<file path="config.mk">
export PLATFORM = sky130hd
export DESIGN_NAME = n_bit_sipo_deserializer_flat
export DESIGN_NICKNAME = d
export VERILOG_FILES = /design/src/rtl/n_bit_sipo_deserializer_if.sv /design/src/rtl/n_bit_sipo_deserializer.sv /design/src/flat_wrapper.sv
export SDC_FILE = /design/constraint.sdc
export NUM_CORES = 1
export LEC_CHECK = 0
export ABC_AREA = 1
export CELL_PAD_IN_SITES_DETAIL_PLACEMENT = 2
export CELL_PAD_IN_SITES_GLOBAL_PLACEMENT = 2
export CORE_UTILIZATION = 33
export DETAILED_ROUTE_END_ITERATION = 8
export PLACE_DENSITY_LB_ADDON = 0.1
export SLEW_MARGIN = 15
export SYNTH_ARGS = -nofsm -noshare
export SYNTH_HDL_FRONTEND = slang
export SYNTH_SLANG_ARGS = --single-unit
</file>
<file path="constraint.sdc">
create_clock -name clk -period 2.5 [get_ports clk]
set_input_delay 0.5 -clock clk [delete_from_list [all_inputs] [get_ports clk]]
set_output_delay 0.5 -clock clk [all_outputs]
set_load 0.02 [all_outputs]
</file>
<file path="src/rtl/n_bit_sipo_deserializer_if.sv">
`default_nettype none
// ============================================================================
//  Module   : n_bit_sipo_deserializer_if
//  Purpose  : Bundles the serial input, the parallel output handshake and the
//             status flags of n_bit_sipo_deserializer.
//  Ports    : i_serial, i_serial_valid, i_clear  - serial side (into block)
//             o_parallel, o_valid, i_ready       - parallel word handshake
//             o_overrun                          - dropped-word pulse
//             o_parity_err                       - only with SIPO_PARITY_EN
//  Modports : slave  - the deserializer itself
//             master - the producer/consumer environment around it
//  Macro    : SIPO_PARITY_EN adds o_parity_err
//  Revision : 1.0 - initial release
// ============================================================================
interface n_bit_sipo_deserializer_if #(
    parameter int WIDTH = 8
);
    logic             i_serial;
    logic             i_serial_valid;
    logic             i_clear;
    logic             i_ready;
    logic [WIDTH-1:0] o_parallel;
    logic             o_valid;
    logic             o_overrun;
`ifdef SIPO_PARITY_EN
    logic             o_parity_err;

    modport slave (
        input  i_serial,
        input  i_serial_valid,
        input  i_clear,
        input  i_ready,
        output o_parallel,
        output o_valid,
        output o_overrun,
        output o_parity_err
    );

    modport master (
        output i_serial,
        output i_serial_valid,
        output i_clear,
        output i_ready,
        input  o_parallel,
        input  o_valid,
        input  o_overrun,
        input  o_parity_err
    );
`else
    modport slave (
        input  i_serial,
        input  i_serial_valid,
        input  i_clear,
        input  i_ready,
        output o_parallel,
        output o_valid,
        output o_overrun
    );

    modport master (
        output i_serial,
        output i_serial_valid,
        output i_clear,
        output i_ready,
        input  o_parallel,
        input  o_valid,
        input  o_overrun
    );
`endif
endinterface
`default_nettype wire

</file>
<file path="src/rtl/n_bit_sipo_deserializer.sv">
`default_nettype none
// ============================================================================
//  Module   : n_bit_sipo_deserializer
//  Purpose  : Serial-in / parallel-out deserializer. Bits arrive LSB first,
//             qualified by i_serial_valid (gaps of any length allowed). A
//             completed word is offered on o_parallel with a valid/ready
//             handshake; a word completing while the previous one is still
//             unaccepted is dropped and flagged with a one-cycle o_overrun.
//  Ports    : clk          - clock, rising edge
//             rst          - asynchronous reset, active low
//             bus (slave)  - i_serial, i_serial_valid, i_clear, i_ready,
//                            o_parallel, o_valid, o_overrun[, o_parity_err]
//  Params   : WIDTH        - data bits per word (>= 2)
//  Macro    : SIPO_PARITY_EN - each frame carries a trailing even-parity bit;
//                            o_parity_err reports a mismatch per word
//  Revision : 1.0 - initial release
// ============================================================================
module n_bit_sipo_deserializer #(
    parameter int WIDTH = 8
) (
    input  wire                          clk,
    input  wire                          rst,
    n_bit_sipo_deserializer_if.slave     bus
);

    localparam int CNT_W = $clog2(WIDTH + 1);

    localparam logic [1:0] S_IDLE   = 2'd0;
    localparam logic [1:0] S_SHIFT  = 2'd1;
`ifdef SIPO_PARITY_EN
    localparam logic [1:0] S_PARITY = 2'd2;
    localparam logic [CNT_W-1:0] c_PARITY_CNT = CNT_W'(WIDTH);
`endif

    // Counter value while the last data bit of the word is expected.
    localparam logic [CNT_W-1:0] c_LAST_DATA = CNT_W'(WIDTH - 1);
    localparam logic [CNT_W-1:0] c_ONE       = CNT_W'(1);

    logic [1:0]       r_state;
    logic [CNT_W-1:0] r_cnt;
    logic [WIDTH-1:0] r_shift;

    logic [WIDTH-1:0] r_parallel;
    logic             r_valid;
    logic             r_overrun;

    logic [WIDTH-1:0] w_shift_next;
    logic             w_accept;
    logic             w_complete;
    logic [WIDTH-1:0] w_word;
    logic             w_xfer;

    // New bits enter at the top, so after WIDTH shifts the first bit sits in bit 0.
    assign w_shift_next = {bus.i_serial, r_shift[WIDTH-1:1]};

    // A same-edge clear wins: the bit on that edge is thrown away.
    assign w_accept = bus.i_serial_valid & ~bus.i_clear;

    // Consumer handshake only counts when a word is actually held.
    assign w_xfer = r_valid & bus.i_ready;

`ifdef SIPO_PARITY_EN
    logic r_parity_err;
    logic w_parity_err;

    // The parity bit is not shifted in; the word is already complete in r_shift.
    assign w_complete   = w_accept && (r_state == S_PARITY);
    assign w_word       = r_shift;
    // Even parity: data bits XOR parity bit must be zero.
    assign w_parity_err = (^r_shift) ^ bus.i_serial;
    assign bus.o_parity_err = r_parity_err;
`else
    assign w_complete = w_accept && (r_state == S_SHIFT) && (r_cnt == c_LAST_DATA);
    assign w_word     = w_shift_next;
`endif

    // ------------------------------------------------------------------------
    // Frame assembly: state, bit counter and shift register.
    // ------------------------------------------------------------------------
    always_ff @(posedge clk or negedge rst) begin
        if (!rst) begin
            r_state <= S_IDLE;
            r_cnt   <= '0;
            r_shift <= '0;
        end else if (bus.i_clear) begin
            r_state <= S_IDLE;
            r_cnt   <= '0;
            r_shift <= '0;
        end else if (bus.i_serial_valid) begin
            case (r_state)
                S_IDLE: begin
                    // WIDTH >= 2, so the first bit can never finish a word.
                    r_state <= S_SHIFT;
                    r_cnt   <= c_ONE;
                    r_shift <= w_shift_next;
                end
                S_SHIFT: begin
                    r_shift <= w_shift_next;
                    if (r_cnt == c_LAST_DATA) begin
`ifdef SIPO_PARITY_EN
                        r_state <= S_PARITY;
                        r_cnt   <= c_PARITY_CNT;
`else
                        r_state <= S_IDLE;
                        r_cnt   <= '0;
`endif
                    end else begin
                        r_cnt <= r_cnt + c_ONE;
                    end
                end
`ifdef SIPO_PARITY_EN
                S_PARITY: begin
                    r_state <= S_IDLE;
                    r_cnt   <= '0;
                end
`endif
                default: begin
                    r_state <= S_IDLE;
                    r_cnt   <= '0;
                end
            endcase
        end
    end

    // ------------------------------------------------------------------------
    // Output word holding register and handshake.
    // A completing word may load when nothing is held or when the held word
    // transfers on this very edge; otherwise it is dropped and flagged.
    // ------------------------------------------------------------------------
    always_ff @(posedge clk or negedge rst) begin
        if (!rst) begin
            r_parallel <= '0;
            r_valid    <= 1'b0;
            r_overrun  <= 1'b0;
        end else begin
            r_overrun <= 1'b0;
            if (w_complete) begin
                if (!r_valid || w_xfer) begin
                    r_parallel <= w_word;
                    r_valid    <= 1'b1;
                end else begin
                    r_overrun  <= 1'b1;
                end
            end else if (w_xfer) begin
                r_valid <= 1'b0;
            end
        end
    end

`ifdef SIPO_PARITY_EN
    // Parity flag travels with the word it describes.
    always_ff @(posedge clk or negedge rst) begin
        if (!rst) begin
            r_parity_err <= 1'b0;
        end else if (w_complete && (!r_valid || w_xfer)) begin
            r_parity_err <= w_parity_err;
        end
    end
`endif

    assign bus.o_parallel = r_parallel;
    assign bus.o_valid    = r_valid;
    assign bus.o_overrun  = r_overrun;

endmodule
`default_nettype wire

</file>
<file path="src/flat_wrapper.sv">
// flat-port wrapper written by rule: the top's interface ports become plain ports
module n_bit_sipo_deserializer_flat 
#(
    parameter int WIDTH = 8
)
  (clk, rst, bus_i_serial, bus_i_serial_valid, bus_i_clear, bus_i_ready, bus_o_parallel, bus_o_valid, bus_o_overrun);
  n_bit_sipo_deserializer_if #(.WIDTH(WIDTH)) bus_i ();
  input  wire clk;
  input  wire rst;
  input wire logic [$bits(bus_i.i_serial)-1:0] bus_i_serial;
  input wire logic [$bits(bus_i.i_serial_valid)-1:0] bus_i_serial_valid;
  input wire logic [$bits(bus_i.i_clear)-1:0] bus_i_clear;
  input wire logic [$bits(bus_i.i_ready)-1:0] bus_i_ready;
  output wire logic [$bits(bus_i.o_parallel)-1:0] bus_o_parallel;
  output wire logic [$bits(bus_i.o_valid)-1:0] bus_o_valid;
  output wire logic [$bits(bus_i.o_overrun)-1:0] bus_o_overrun;
  assign bus_i.i_serial = bus_i_serial;
  assign bus_i.i_serial_valid = bus_i_serial_valid;
  assign bus_i.i_clear = bus_i_clear;
  assign bus_i.i_ready = bus_i_ready;
  assign bus_o_parallel = bus_i.o_parallel;
  assign bus_o_valid = bus_i.o_valid;
  assign bus_o_overrun = bus_i.o_overrun;
  n_bit_sipo_deserializer #(.WIDTH(WIDTH)) u_core (.clk(clk), .rst(rst), .bus(bus_i));
endmodule
</file>
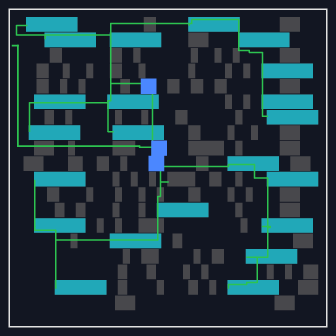
*Clock distribution, run 1*
Key: green = clock wires [length 280 µm]; blue = clock-net drivers [count 3]; cyan = flip-flops [count 22]
Position of the flops: all over the die.
share of power burned in the clock network: 32.7%
clock latency of the later-clocked register in the worst-skew pair: 0.30 ns
clock network power consumption: 0.000196 W
Setup Skew: 0.00363 ns

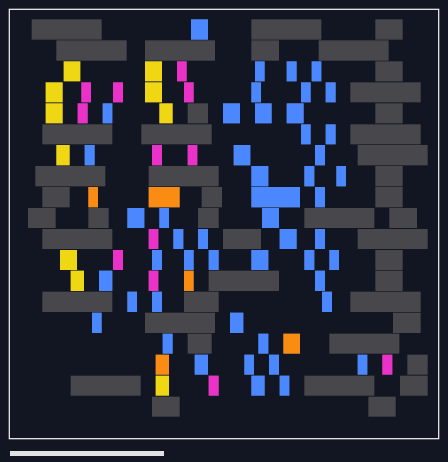
*Gate families picked out, run 1*
Scale bar: 20 µm.
Key: orange = nor cells [cells 5, most used nor2_1]; blue = nand cells [cells 49, most used nand2_1]; yellow = aoi and oai cells [cells 10, most used o22ai_1]; magenta = inv cells [cells 12, most used inv_1]

==> out/qor_table.md, run 1 <==
| Metric | This run |
|:---|:---|
| Result of the run | completed |
| Number of fill cells | 317 |
| Commonest cells after routing, fill and taps aside | sky130_fd_sc_hd__nand2_1, sky130_fd_sc_hd__dfrtp_1, sky130_fd_sc_hd__clkdlybuf4s50_1 |
| Width of the die | 55.6 µm |
| Required time worst endpoint | 2.00 ns |
| Netlist Area Pre-Place | 947 µm² |
| I/O Buffers | 15 |
| Peak VDD IR | 0.000266 V |
| Pleak | 0.570 nW |
| Tally of yosys warning messages | 0 |
| Number of gates on the worst path with buffers counted | 1 |
| Critical-path top delay cell | sky130_fd_sc_hd__clkdlybuf4s50_1 |
| Max-slew headroom at the worst pin | 66.3% |
| Final global-route overflow total | 0 |
| Share of the cycle needed by the critical path after routing | 71.4% |
| Total of endpoints with negative setup slack in the final report | 0 |
| Chip Area, Yosys | 947 µm² |
| Critical Path Fanout Max | 2 |
| Power per standard cell area | 513 nW/µm² |
| Fraction of the core area occupied by cells at floorplan | 34.6% |
| Storage cell area | 551 µm² |
| Synth-to-layout area growth | 23.8% |
| Setup slack on the worst flop-to-flop path | 0.86 ns |
| Vias per inst | 4.95 |
| FF+latch count, synth | 22 |
| Start of the worst register-to-register path | u_core.r_cnt[0]$_DFFE_PN0P_ |
| Placer's final routability congestion estimate | 0.692 |
| Final standard cell area without fillers | 1170 µm² |
| Via count | 753 |
| Simple-Gate Fraction of Synth Area | 27.2% |
| Post-synthesis cell count | 102 |
| Placed standard-cell area | 1140 µm² |
| Arrival @ worst endpoint | 1.29 ns |
| Nets at Floorplan | 109 |
| Wire length reported by the detailed router | 2290 µm |
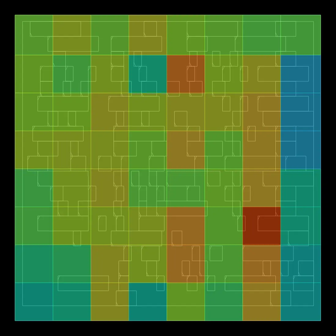
*Routing congestion, run 1*
final standard cell utilization of the core: 42.9%
Tot GR Track Use: 16.8%
M2 GR Usage: 25.1%
busiest layer in global routing: met2
average wire length per cell after detail routing: 15.1 µm

## run 1: metal layers
layer | share of wire, % | global-route usage [%]
met1 | 53 | 25.1
met2 | 44 | 25.1
met3 | 2.7 | 2.33
met4 | 0.74 | 5.36
met5 | 0 | 0
## run 1: cell usage after synthesis
cell	number
sky130_fd_sc_hd__nand2_2	1
sky130_fd_sc_hd__inv_1	12
sky130_fd_sc_hd__a31oi_1	1
sky130_fd_sc_hd__nor2_2	1
sky130_fd_sc_hd__buf_6	1
sky130_fd_sc_hd__nand2_1	34
sky130_fd_sc_hd__o21ai_0	4
sky130_fd_sc_hd__o22ai_1	5
sky130_fd_sc_hd__ha_1	1
sky130_fd_sc_hd__nand3_1	4
sky130_fd_sc_hd__nor3_1	1
sky130_fd_sc_hd__nand3_4	1
sky130_fd_sc_hd__xnor2_1	1
sky130_fd_sc_hd__nor2_4	1
sky130_fd_sc_hd__nor2_1	2
sky130_fd_sc_hd__dfrtp_1	22
sky130_fd_sc_hd__nand4_1	9
sky130_fd_sc_hd__clkbuf_1	1
## run 1: power by group
part,switching (W),internal (W),total (W)
registers,0.00000506,0.000360,0.000366
clock network,0.000108,0.0000887,0.000196
logic,0.0000245,0.0000148,0.0000393
total,0.000137,0.000464,0.000601
## run 1: flip-flops by register name (all words and copies together) (netlist names)
signal and cells:
u_core.r_shift 7, u_core.r_cnt 4, u_core.bus.o_valid 1, u_core.r_state 1, u_core.bus.o_overrun 1, u_core.bus.o_parallel 8
## run 1: cell type report
class,instances,area share [%]
Clock buffer,4,3.09
Inverter,12,3.84
Multi-Input combinational cell,66,28.7
Sequential cell,22,47.0
Tap cell,31,3.31
Timing Repair Buffer,17,14.1
### Met3 routing, run 1

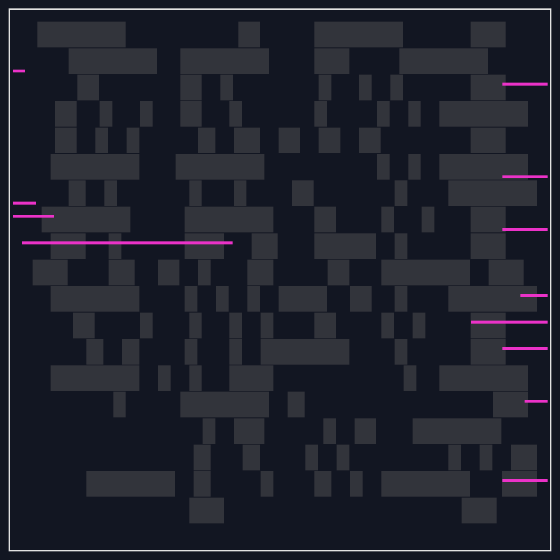

## Run 2: what changed since run 1
- CORE_UTILIZATION: 33 -> 31
- clock period: 2.5 -> 1.7 ns (I/O delays scaled with it)
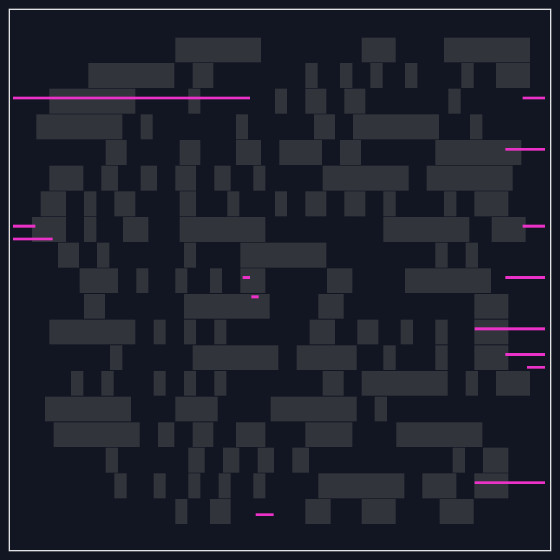
*Met3 routing, run 2*
The longest straight run is 24.8 µm. The layer holds 2.8% of the routed length. The layer carries 64.6 µm of wire. 12 nets have wire on it.
met3 GRT Util: 2.72%
wire length reported by the detailed router: 2320 µm

==> run 2 against run 1 <==
Net effect:
- final cell count rose by 2.6%
- first-iteration DRC count fell by 27%
- critical path type unchanged
- non-clock buffer count rose by 4
- clock-buffer cell count did not move
- die size rose by 6.2%
- register-to-register slack got worse by 0.59 ns
- combinational power rose by 54%
- largest power group unchanged
- via count rose by 4.9%
- critical path depth did not move
==> out/qor_table.md, run 2 <==
| Metric | This run | Change |
|:---|:---|:---|
| Max-slew headroom at the worst pin | 80.0% | +14 points |
| Vias per inst | 5.06 | +2.2% |
| I/O Buffers | 15 | unchanged |
| Max FFs per register | 8 | unchanged |
| Tot GR Track Use | 17.0% | +0.20 points |
| Post-synthesis cell count | 102 | unchanged |
| FF+latch count, synth | 22 | unchanged |
| Netlist Area Pre-Place | 947 µm² | unchanged |
| Required time worst endpoint | 1.36 ns | -0.64 ns |
| Final global-route overflow total | 0 | unchanged |
| Tally of yosys warning messages | 0 | unchanged |
| Final standard cell utilization of the core | 42.6% | -0.29 points |
| Result of the run | completed |  |
| Most popular library cell in the synthesized design by count | sky130_fd_sc_hd__nand2_1 |  |
| Fraction of registers with async set or reset after synthesis | 100% | unchanged |
| Commonest cells after routing, fill and taps aside | sky130_fd_sc_hd__nand2_1, sky130_fd_sc_hd__dfrtp_1, sky130_fd_sc_hd__clkdlybuf4s50_1 |  |
| Chip Area, Yosys | 947 µm² | unchanged |
| Share of the cycle needed by the critical path after routing | 96.2% |  |
| Setup Skew | 0.00907 ns | +0.00544 ns |
| Width of the die | 57.3 µm | +3.1% |
| Arrival @ worst endpoint | 1.30 ns | about the same |
| Number of synthesized flops with an enable pin | 0 | unchanged |
| Placed standard-cell area | 1170 µm² | +2.6% |
| Clock latency of the later-clocked register in the worst-skew pair | 0.32 ns | +0.02 ns |
| Critical Path Fanout Max | 2 | unchanged |
| Power per standard cell area | 742 nW/µm² | +45% |
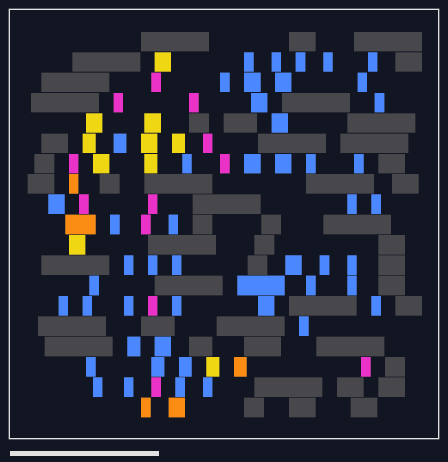
*Gate families picked out, run 2*
Scale bar: 20 µm.
Key: orange = nor cells [cells 5, most used nor2_1]; magenta = inv cells [cells 12, most used inv_1]; yellow = aoi and oai cells [cells 10, most used o22ai_1]; blue = nand cells [cells 49, most used nand2_1, where all over the die]
most frequent logic cell in the layout: sky130_fd_sc_hd__nand2_1
Final Non-Filler Cells: 156
fraction of standard cell area in multi-input logic: 27.9%

## run 2: report_power, final
group / leakage (nW) / switching (W) / total [W] / internal [W]
Clock: 0.0210 / 0.000165 / 0.000296 / 0.000131
Combinational: 0.284 / 0.0000361 / 0.0000606 / 0.0000244
Sequential: 0.304 / 0.00000744 / 0.000538 / 0.000530
## run 2: worst max path at each step
stage | from | end | slack [ns] | depth (start not counted)
4_1_cts | u_core.bus.o_parallel[3]$_DFFE_PN0P_ | bus_o_parallel[3] | 0.02 | 1
3_5_place_dp | bus_i_clear | u_core.r_shift[7]$_DFFE_PN0P_ | 0.14 | 6
3_3_place_gp | bus_i_serial_valid | u_core.bus.o_parallel[5]$_DFFE_PN0P_ | 0.23 | 6
2_1_floorplan | u_core.r_cnt[0]$_DFFE_PN0P_ | u_core.r_cnt[3]$_DFFE_PN0P_ | 0.50 | 7
5_1_grt | u_core.bus.o_parallel[6]$_DFFE_PN0P_ | bus_o_parallel[6] | 0.006 | 1
6_report | u_core.bus.o_parallel[1]$_DFFE_PN0P_ | bus_o_parallel[1] | 0.06 | 1
## run 2: cell type report
class                   count  area (µm²)
flip-flops and latches     22         551
inverters                  12        45.0
clock buffers               4        36.3
repair buffers             21         198
well taps                  31        38.8
fillers                   329        1620
multi-input cells          66         337
## run 2: per-layer routing
metal	share of wire, %	vias up	GRT usage [%]
met5	0	-	0
met3	2.8	4	2.72
met4	1.8	0	8.36
met1	48	391	22.8
li1	-	382	-
met2	47	13	26.9
## run 2: kinds of logic after synthesis
kind of cell / share of synthesized area, %
buffers and inverters: 6.34
AND-OR/OR-AND: 6.08
AND/OR/NAND/NOR: 27.2
XOR/XNOR: 0.925
adder cells (fa/ha/maj): 1.32
flip-flops: 58.1
Power and IR drop assume default switching activity.
